--- config.mk ---
export PLATFORM = sky130hd
export DESIGN_NAME = untwos_serial_flat
export DESIGN_NICKNAME = d
export VERILOG_FILES = /design/src/rtl/untwos_serial_if.sv /design/src/rtl/untwos_serial.sv /design/src/flat_wrapper.sv
export SDC_FILE = /design/constraint.sdc
export NUM_CORES = 1
export LEC_CHECK = 0
export ABC_AREA = 1
export CAP_MARGIN = 10
export CORE_MARGIN = 3
export CORE_UTILIZATION = 48
export CTS_BUF_LIST = sky130_fd_sc_hd__clkbuf_16
export DETAILED_ROUTE_END_ITERATION = 10
export PLACE_DENSITY = 0.76
export SYNTH_ARGS = -nofsm -noshare
export SYNTH_HDL_FRONTEND = slang
export SYNTH_SLANG_ARGS = --single-unit
--- constraint.sdc ---
create_clock -name clk -period 1.4 [get_ports clk]
set_clock_uncertainty 0.15 [all_clocks]
set_input_delay 0.14 -clock clk [delete_from_list [all_inputs] [get_ports clk]]
set_output_delay 0.14 -clock clk [all_outputs]
set_load 0.05 [all_outputs]
--- src/rtl/untwos_serial_if.sv ---
// untwos_serial_if: start/operand request and sign-magnitude result bundle for untwos_serial.
interface untwos_serial_if #(parameter int WIDTH = 4);
    logic             start;
    logic [WIDTH-1:0] din;
    logic             busy;
    logic             done;
    logic             sign;
    logic [WIDTH-1:0] mag;
    logic             sout;
    logic             sout_valid;
    modport master (output start, din, input busy, done, sign, mag, sout, sout_valid);
    modport slave  (input start, din, output busy, done, sign, mag, sout, sout_valid);
endinterface

--- src/rtl/untwos_serial.sv ---
// untwos_serial: bit-serial two's-complement to sign-magnitude converter, LSB first.
// Define UNTWOS_SERIAL_SOUT_EN to drive the registered serial magnitude on sout/sout_valid.
module untwos_serial #(parameter int WIDTH = 4) (
    input  logic           clk,
    input  logic           reset,
    untwos_serial_if.slave bus
);
    localparam int CW = $clog2(WIDTH);
    typedef enum logic [1:0] {IDLE, SHIFT, DONE} state_t;
    state_t           r_state, w_next;
    logic [WIDTH-1:0] r_sh, r_acc, r_mag;
    logic [CW-1:0]    r_cnt;
    logic             r_sign_int, r_seen, r_sign;
    logic             w_accept, w_shift, w_last, w_b, w_out;
    assign w_b    = r_sh[0];
    // Negation LSB-first: copy bits up to and including the first 1, invert the rest.
    assign w_out  = (r_sign_int & r_seen) ? ~w_b : w_b;
    assign w_last = r_cnt == CW'(WIDTH - 1);
    always_comb begin
        w_next   = r_state;
        w_accept = 1'b0;
        w_shift  = 1'b0;
        case (r_state)
            IDLE, DONE: begin
                w_accept = bus.start;
                w_next   = bus.start ? SHIFT : IDLE;
            end
            SHIFT: begin
                w_shift = 1'b1;
                w_next  = w_last ? DONE : SHIFT;
            end
            default: w_next = IDLE;
        endcase
    end
    always_ff @(posedge clk) begin
        if (!reset) r_state <= IDLE;
        else r_state <= w_next;
    end
    always_ff @(posedge clk) begin
        if (!reset) begin
            r_sh       <= '0;
            r_acc      <= '0;
            r_mag      <= '0;
            r_cnt      <= '0;
            r_sign_int <= 1'b0;
            r_seen     <= 1'b0;
            r_sign     <= 1'b0;
        end else if (w_accept) begin
            r_sh       <= bus.din;
            r_sign_int <= bus.din[WIDTH-1];
            r_cnt      <= '0;
            r_seen     <= 1'b0;
        end else if (w_shift) begin
            r_sh   <= r_sh >> 1;
            r_acc  <= {w_out, r_acc[WIDTH-1:1]};
            r_cnt  <= r_cnt + 1'b1;
            r_seen <= r_seen | w_b;
            if (w_last) begin
                r_mag  <= {w_out, r_acc[WIDTH-1:1]};
                r_sign <= r_sign_int;
            end
        end
    end
    assign bus.busy = r_state == SHIFT;
    assign bus.done = r_state == DONE;
    assign bus.sign = r_sign;
    assign bus.mag  = r_mag;
`ifdef UNTWOS_SERIAL_SOUT_EN
    logic r_sout, r_sout_valid;
    always_ff @(posedge clk) begin
        if (!reset) begin
            r_sout       <= 1'b0;
            r_sout_valid <= 1'b0;
        end else begin
            r_sout       <= w_shift & w_out;
            r_sout_valid <= w_shift;
        end
    end
    assign bus.sout       = r_sout;
    assign bus.sout_valid = r_sout_valid;
`else
    assign bus.sout       = 1'b0;
    assign bus.sout_valid = 1'b0;
`endif
endmodule

--- src/flat_wrapper.sv ---
// flat-port wrapper written by rule: the top's interface ports become plain ports
module untwos_serial_flat 
#(parameter int WIDTH = 4)
  (clk, reset, bus_start, bus_din, bus_busy, bus_done, bus_sign, bus_mag, bus_sout, bus_sout_valid);
  untwos_serial_if #(.WIDTH(WIDTH)) bus_i ();
  input  logic clk;
  input  logic reset;
  input wire logic [$bits(bus_i.start)-1:0] bus_start;
  input wire logic [$bits(bus_i.din)-1:0] bus_din;
  output wire logic [$bits(bus_i.busy)-1:0] bus_busy;
  output wire logic [$bits(bus_i.done)-1:0] bus_done;
  output wire logic [$bits(bus_i.sign)-1:0] bus_sign;
  output wire logic [$bits(bus_i.mag)-1:0] bus_mag;
  output wire logic [$bits(bus_i.sout)-1:0] bus_sout;
  output wire logic [$bits(bus_i.sout_valid)-1:0] bus_sout_valid;
  assign bus_i.start = bus_start;
  assign bus_i.din = bus_din;
  assign bus_busy = bus_i.busy;
  assign bus_done = bus_i.done;
  assign bus_sign = bus_i.sign;
  assign bus_mag = bus_i.mag;
  assign bus_sout = bus_i.sout;
  assign bus_sout_valid = bus_i.sout_valid;
  untwos_serial #(.WIDTH(WIDTH)) u_core (.clk(clk), .reset(reset), .bus(bus_i));
endmodule
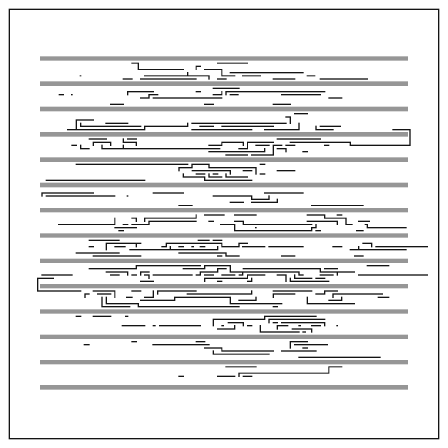
*Signal wires on met1*
Supply wires on this layer in gray.
The layer holds 45% of the routed length. The longest straight run is 12.6 um. The layer carries 736 um of wire. 116 nets have wire on it. The wires run mostly horizontal.
WL final: 1650 um
Vias: 669
GR Util met1: 0.176

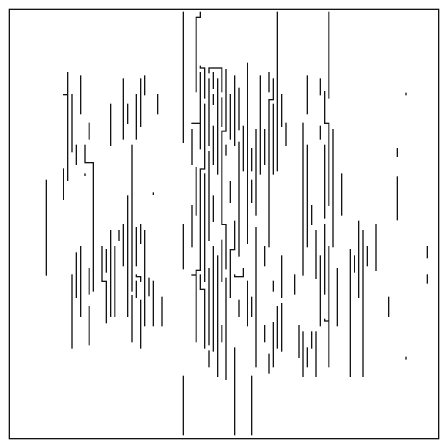
*Signal wires on met2*
The longest straight run is 19.4 um. The layer holds 51% of the routed length. The wires run mostly vertical.
met2 Use GR: 0.297

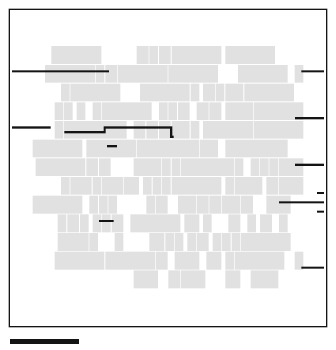
*Met3 routing*
The bar under the picture is 10 um long.
The layer holds 3.7% of the routed length. 11 nets have wire on it. The wires run mostly horizontal.

-- repair_timing --
item,in CTS,in global routing
pin swaps,0,1
gates resized,4,1
setup buffers,0,4
setup endpoints to repair,1,1
-- final cells by class --
type / instances / area [um2] / share of cell area
flip-flops and latches: 18 / 362 / 0.330
multi-input cells: 64 / 319 / 0.291
repair buffers: 19 / 249 / 0.227
clock buffers: 3 / 75.1 / 0.0685
inverters: 17 / 68.8 / 0.0628
well taps: 15 / 18.8 / 0.0171
clock inverters: 1 / 3.75 / 0.00342
-- metrics by stage --
| step | util | hold slack [ns] | cell area [um2] | cells |
|---|---|---|---|---|
| after floorplan | - | 0.113 | 772 | 103 |
| after global placement | 0.697 | 0.303 | 975 | 129 |
| after detailed placement | 0.697 | 0.315 | 975 | 129 |
| after CTS | 0.759 | 0.323 | 1060 | 133 |
| after global routing | 0.784 | 0.346 | 1100 | 137 |
| final | 0.784 | 0.321 | 1100 | 137 |
-- cell families (layout without fill, tap and decap cells) --
group                    Yosys count  in the layout  share of synthesized area
AND/OR/NAND/NOR                   43             43                      0.261
buffers and inverters             21             40                      0.127
flip-flops                        18             18                      0.469
AND-OR/OR-AND                     17             17                      0.111
adder cells (fa/ha/maj)            1              1                     0.0163
other                              1              2                    0.00488
XOR/XNOR                           1              1                     0.0114
-- power groups by stage --
| stage | Combinational [mW] | Clock [mW] | Sequential, mW |
|---|---|---|---|
| 6_report | 0.182 | 0.568 | 0.557 |
| 5_1_grt | 0.200 | 0.588 | 0.559 |
| 4_1_cts | 0.166 | 0.570 | 0.556 |
| 3_5_place_dp | 0.161 | 0 | 0.565 |
| 3_3_place_gp | 0.157 | 0 | 0.565 |
| 2_1_floorplan | 0.119 | 0 | 0.561 |
-- path summary, 6_finish.rpt --
kind / endpoint / slack, ns
min: u_core.r_seen / 0.32
min reg2reg: u_core.r_seen / 0.32
max: bus_busy / 0.04
max reg2reg: u_core.bus.sign / 0.08
-- worst max-delay path: stages (launching register included) --
cell and delay [ns]:
dfxtp_1 0.32, inv_2 0.08, nand2_4 0.07, buf_6 0.14, inv_6 0.08, buf_12 0.13
-- cells in the mapped netlist --
library cell,instances
a21oi_1,8
buf_2,1
buf_4,2
buf_6,1
clkinv_1,1
conb_1,1
dfxtp_1,18
ha_1,1
inv_1,14
inv_2,1
inv_4,1
nand2_1,16
nand2_2,3
nand2_4,2
nand3_1,7
nor2_1,12
nor2_2,3
o21ai_0,8
o21ai_1,1
xor2_1,1
-- flip-flops by register name (all words and copies together) (netlist names) --
name and flops:
u_core.r_seen 1, u_core.r_sh 4, u_core.r_sign_int 1, u_core.bus.mag 4
u_core.r_acc 3, u_core.bus.sign 1, u_core.r_state 2, u_core.r_cnt 2
-- per-layer routing --
metal,GRT usage,wire (um)
met5,0,0
met4,0.0511,10
met3,0.0593,61
met2,0.297,842
met1,0.176,735
==> flow_summary_export.csv <==
group,metric,value,unit
synth,synthDistinctLibCells,20,
run,warnings,26,
global_routing,overflow,0,
synth,synth.cell_area,768,um2
pwr,seqPwrFrac,0.426,
cts,htreeDepth,1,
layout,layout_top_cell,"dfxtp_1",
routing,drt_iter0_drc,10,
die,die-width,46.0,um
routing,vias_per_cell,4.88,
cts,clk_pin_slew,0.05,ns
critical_path,cp-end-kind,"output port",
cts,clockRootBuffer,"clkbuf_16",
critical_path,cp.arrival,1.07,ns
pwr,totalPowerFinal,1.31,mW
die,initCoreUtil,0.549,
pwr,p_leak,0.500,nW
routing,drtAntennaViolNets,0,
worst_hold_path,min_path_cells,2,
synth,yosys_area,768,um2
layout,mostFrequentLayoutCells,"dfxtp_1 (17), nand2_1 (16), inv_1 (13)",
cts,holdBufCountCts,0,
routing,drt_pass1_iterations,4,
critical_path,cp.required,1.11,ns
die,rows,13,
layout,area_growth,42.7,%
synth,topCellsByArea,"dfxtp_1 (47%), nand2_1 (7.8%), inv_1 (6.8%)",
die,dieArea,0.00212,mm2
routing,drcViolationCount,0,
critical_path,crit_type,"reg -> out",
synth,yosys_cells,102,
pwr,pwr-share-clk,0.435,
layout,fill_cells,94,
synth,synth-seq-area-share,0.469,
sta,setup_viol,0,
global_routing,grt.total_usage,0.165,
critical_path,r2r_start,"u_core.r_cnt[0]",
routing,routedWlPerCell,12.0,um
cts,cts_tree,"yes",
run,drv_cap,0,
place,pre_cts_ws,0.00454,ns
layout,insertedDiodeCount,0,
place,io_buffers,13,
synth,yosys_warnings,0,
status,status,"completed",
pwr,p_switching,0.312,mW
layout,nets,131,
sta,maxSlewViolCount,0,
pwr,p_int,0.996,mW
No activity file was given, so power comes from the tool's default toggle rates.
